### config.mk
export PLATFORM = sky130hd
export DESIGN_NAME = bus_arbiter_3way
export DESIGN_NICKNAME = d
export VERILOG_FILES = /design/src/rtl/bus_arbiter_3way_pkg.sv /design/src/rtl/bus_arbiter_3way_mux4way16.sv /design/src/rtl/bus_arbiter_3way.sv
export SDC_FILE = /design/constraint.sdc
export NUM_CORES = 1
export LEC_CHECK = 0
export CAP_MARGIN = 25
export CORE_AREA = 2 2 47 93
export CTS_CLUSTER_DIAMETER = 120
export DETAILED_ROUTE_END_ITERATION = 8
export DIE_AREA = 0 0 49 95
export PLACE_DENSITY = 0.9
export SYNTH_ARGS = -nofsm -noshare
export SYNTH_HDL_FRONTEND = slang
export SYNTH_SLANG_ARGS = --single-unit
### constraint.sdc
create_clock -name clk -period 3.2 [get_ports clk]
set_clock_uncertainty 0.05 [all_clocks]
set_input_delay 0.8 -clock clk [delete_from_list [all_inputs] [get_ports clk]]
set_output_delay 0.8 -clock clk [all_outputs]
set_load 0.01 [all_outputs]
### src/rtl/bus_arbiter_3way_pkg.sv
// Shared encodings for the 3-way bus arbiter: FSM states, owner indices,
// shared-path select codes and the round-robin helpers.
package bus_arbiter_3way_pkg;

    typedef enum logic {
        ST_IDLE  = 1'b0,
        ST_GRANT = 1'b1
    } state_e;

    localparam logic [1:0] OWN_X = 2'd0;
    localparam logic [1:0] OWN_Y = 2'd1;
    localparam logic [1:0] OWN_Z = 2'd2;

    localparam logic [1:0] SEL_X = 2'b00;
    localparam logic [1:0] SEL_Y = 2'b10;
    localparam logic [1:0] SEL_Z = 2'b11;

    function automatic logic [1:0] next_owner(input logic [1:0] idx);
        case (idx)
            OWN_X:   next_owner = OWN_Y;
            OWN_Y:   next_owner = OWN_Z;
            default: next_owner = OWN_X;
        endcase
    endfunction

    // Search starts one past the previous owner, so no requester is favoured.
    function automatic logic [1:0] rr_pick(input logic [2:0] req, input logic [1:0] last);
        logic [1:0] c0;
        logic [1:0] c1;
        logic [1:0] c2;
        c0 = next_owner(last);
        c1 = next_owner(c0);
        c2 = next_owner(c1);
        if (req[c0]) begin
            rr_pick = c0;
        end else if (req[c1]) begin
            rr_pick = c1;
        end else begin
            rr_pick = c2;
        end
    endfunction

    function automatic logic [1:0] owner_to_sel(input logic [1:0] idx);
        case (idx)
            OWN_X:   owner_to_sel = SEL_X;
            OWN_Y:   owner_to_sel = SEL_Y;
            default: owner_to_sel = SEL_Z;
        endcase
    endfunction

    function automatic logic [2:0] owner_to_gnt(input logic [1:0] idx);
        case (idx)
            OWN_X:   owner_to_gnt = 3'b001;
            OWN_Y:   owner_to_gnt = 3'b010;
            default: owner_to_gnt = 3'b100;
        endcase
    endfunction

endpackage

### src/rtl/bus_arbiter_3way_mux4way16.sv
// Mux4Way16: 16-bit 4-input selector for the shared bus path.
module bus_arbiter_3way_mux4way16 (
    input  logic [15:0] a_i,
    input  logic [15:0] b_i,
    input  logic [15:0] c_i,
    input  logic [15:0] d_i,
    input  logic [1:0]  sel_i,
    output logic [15:0] out_o
);

    // Pick one of four words by the select code.
    always_comb begin
        out_o = a_i;
        case (sel_i)
            2'b00:   out_o = a_i;
            2'b01:   out_o = b_i;
            2'b10:   out_o = c_i;
            2'b11:   out_o = d_i;
            default: out_o = a_i;
        endcase
    end

endmodule

### src/rtl/bus_arbiter_3way.sv
// Three-requester round-robin bus arbiter with burst cap and a registered
// shared 16-bit data path.
module bus_arbiter_3way
    import bus_arbiter_3way_pkg::*;
#(
    parameter int unsigned MAX_BURST = 4
) (
    input  logic        clk,
    input  logic        rst,
    input  logic [2:0]  req,
    input  logic [15:0] din_x,
    input  logic [15:0] din_y,
    input  logic [15:0] din_z,
    output logic [2:0]  gnt,
    output logic [1:0]  sel,
    output logic [15:0] dout,
    output logic        dout_valid,
    output logic        busy
);

    localparam logic [3:0] LAST_BEAT = 4'(MAX_BURST - 1);

    state_e      state_q;
    logic [2:0]  gnt_q;
    logic [1:0]  sel_q;
    logic [1:0]  owner_q;
    logic [1:0]  last_owner_q;
    logic [3:0]  cnt_q;
    logic [15:0] dout_q;
    logic        dout_valid_q;
    logic        busy_q;
    logic [1:0]  winner_d;
    logic [15:0] mux_word;

    assign winner_d = rr_pick(req, last_owner_q);

    // The 2'b01 leg is never selected; tie it off.
    bus_arbiter_3way_mux4way16 u_mux4way16 (
        .a_i   (din_x),
        .b_i   (16'h0000),
        .c_i   (din_y),
        .d_i   (din_z),
        .sel_i (sel_q),
        .out_o (mux_word)
    );

    // Arbitration FSM with all outputs registered alongside the state.
    always_ff @(posedge clk) begin
        if (rst) begin
            state_q      <= ST_IDLE;
            gnt_q        <= 3'b000;
            sel_q        <= SEL_X;
            owner_q      <= OWN_X;
            last_owner_q <= OWN_Z;
            cnt_q        <= 4'd0;
            dout_q       <= 16'h0000;
            dout_valid_q <= 1'b0;
            busy_q       <= 1'b0;
        end else begin
            case (state_q)
                ST_IDLE: begin
                    dout_valid_q <= 1'b0;
                    if (req != 3'b000) begin
                        owner_q <= winner_d;
                        gnt_q   <= owner_to_gnt(winner_d);
                        sel_q   <= owner_to_sel(winner_d);
                        cnt_q   <= 4'd0;
                        state_q <= ST_GRANT;
                        busy_q  <= 1'b1;
                    end else begin
                        gnt_q <= 3'b000;
                    end
                end
                ST_GRANT: begin
                    if (req[owner_q]) begin
                        dout_q       <= mux_word;
                        dout_valid_q <= 1'b1;
                        if (cnt_q == LAST_BEAT) begin
                            state_q      <= ST_IDLE;
                            gnt_q        <= 3'b000;
                            busy_q       <= 1'b0;
                            last_owner_q <= owner_q;
                        end else begin
                            cnt_q <= cnt_q + 4'd1;
                        end
                    end else begin
                        dout_valid_q <= 1'b0;
                        state_q      <= ST_IDLE;
                        gnt_q        <= 3'b000;
                        busy_q       <= 1'b0;
                        last_owner_q <= owner_q;
                    end
                end
                default: begin
                    state_q      <= ST_IDLE;
                    gnt_q        <= 3'b000;
                    dout_valid_q <= 1'b0;
                    busy_q       <= 1'b0;
                end
            endcase
        end
    end

    assign gnt        = gnt_q;
    assign sel        = sel_q;
    assign dout       = dout_q;
    assign dout_valid = dout_valid_q;
    assign busy       = busy_q;

endmodule

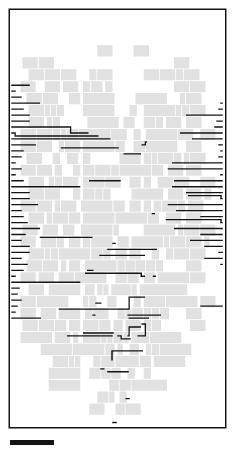
Fig. 1. M3 wires.
Scale bar: 10 µm.
longest straight run: 22.3 µm
wire length on this layer: 517 µm
met3 track demand over resource in global routing: 7.44%
total number of vias: 1800

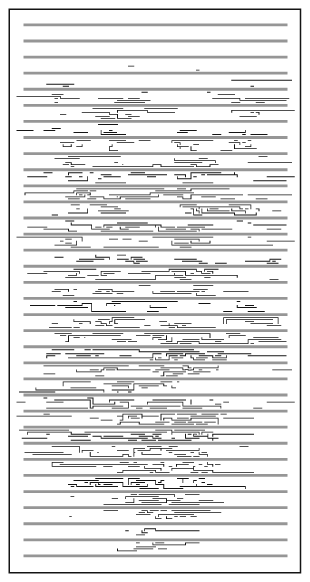
Fig. 2. Signal wires on met1.
Supply wires on this layer in grey.
share of all routed wire: 39%
nets with wire on the layer: 260
main direction: horizontal
longest straight run: 17.0 µm
wire length on this layer: 1900 µm
met1 usage: 23.0%
Routed Wire Length: 4930 µm

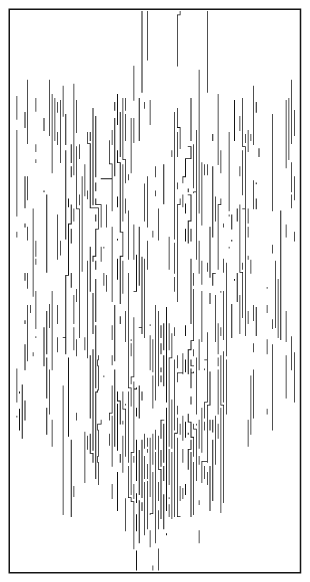
Fig. 3. Metal 2.
wire length on this layer: 2390 µm
main direction: vertical
GR met2 Demand/Resource: 38.2%

==> run_results.csv <==
group,metric,value,unit
run,maxCapViolCount,0,
final_timing,normalized_max_slew_margin,32.1,%
power_and_ir_drop,power.clock.fraction,32.7,%
final_timing,finalWorstSetupSlack,534,ps
yosys,synthesis.area,0.00167,mm²
cts,postCtsHoldBufs,0,
cts,root_buffer,"clkbuf_8",
run_status,run_status,"finished, final reports clean",
final_timing,setup_viol,0,
power_and_ir_drop,total_power_draw,1.14,mW
setup_path,critical_path_peak_fanout,16,
power_and_ir_drop,largestPowerGroup,"sequential cells",
power_and_ir_drop,clock_power,0.374,mW
setup_path,worst-r2r-cell-count,4,
finish,flop_area,641,µm²
placement,placed_area,0.00243,mm²
finish,number_of_flip_flops_in_the_largest_register,16,
final_timing,timing.final.hold_violations,0,
final_timing,report.final.slew_viol_count,0,
worst_hold_path,hold_path_stages,2,
==> worst paths after layout <==
kind | startpoint | endpoint | slack [ps]
hold / removal | gnt[1] | gnt[1] | 440
setup / recovery | req[1] | dout[0] | 530
setup reg to reg | owner_q[0] | dout[0] | 1220
hold reg to reg | gnt[1] | gnt[1] | 440
==> synthesized netlist by cell type (2+ instances only) <==
cell and count:
o21a_1 2, o31ai_1 2, nor2_1 22, a21oi_1 38
nand4_1 4, o21bai_1 2, nor2b_1 3, mux2i_1 17
nand3_1 5, inv_1 4, buf_2 5, o21ai_0 2
o211ai_1 2, nand2_1 5, o22ai_1 2, or3_1 2
a211oi_1 18, mux2_2 2, dfxtp_1 32, clkbuf_1 9
==> tightest hold or removal path: cells and delay by family, from the launching register on <==
kind            cells  cell delay, ps
flops               1             310
simple gates        1              60
compound gates      1              60
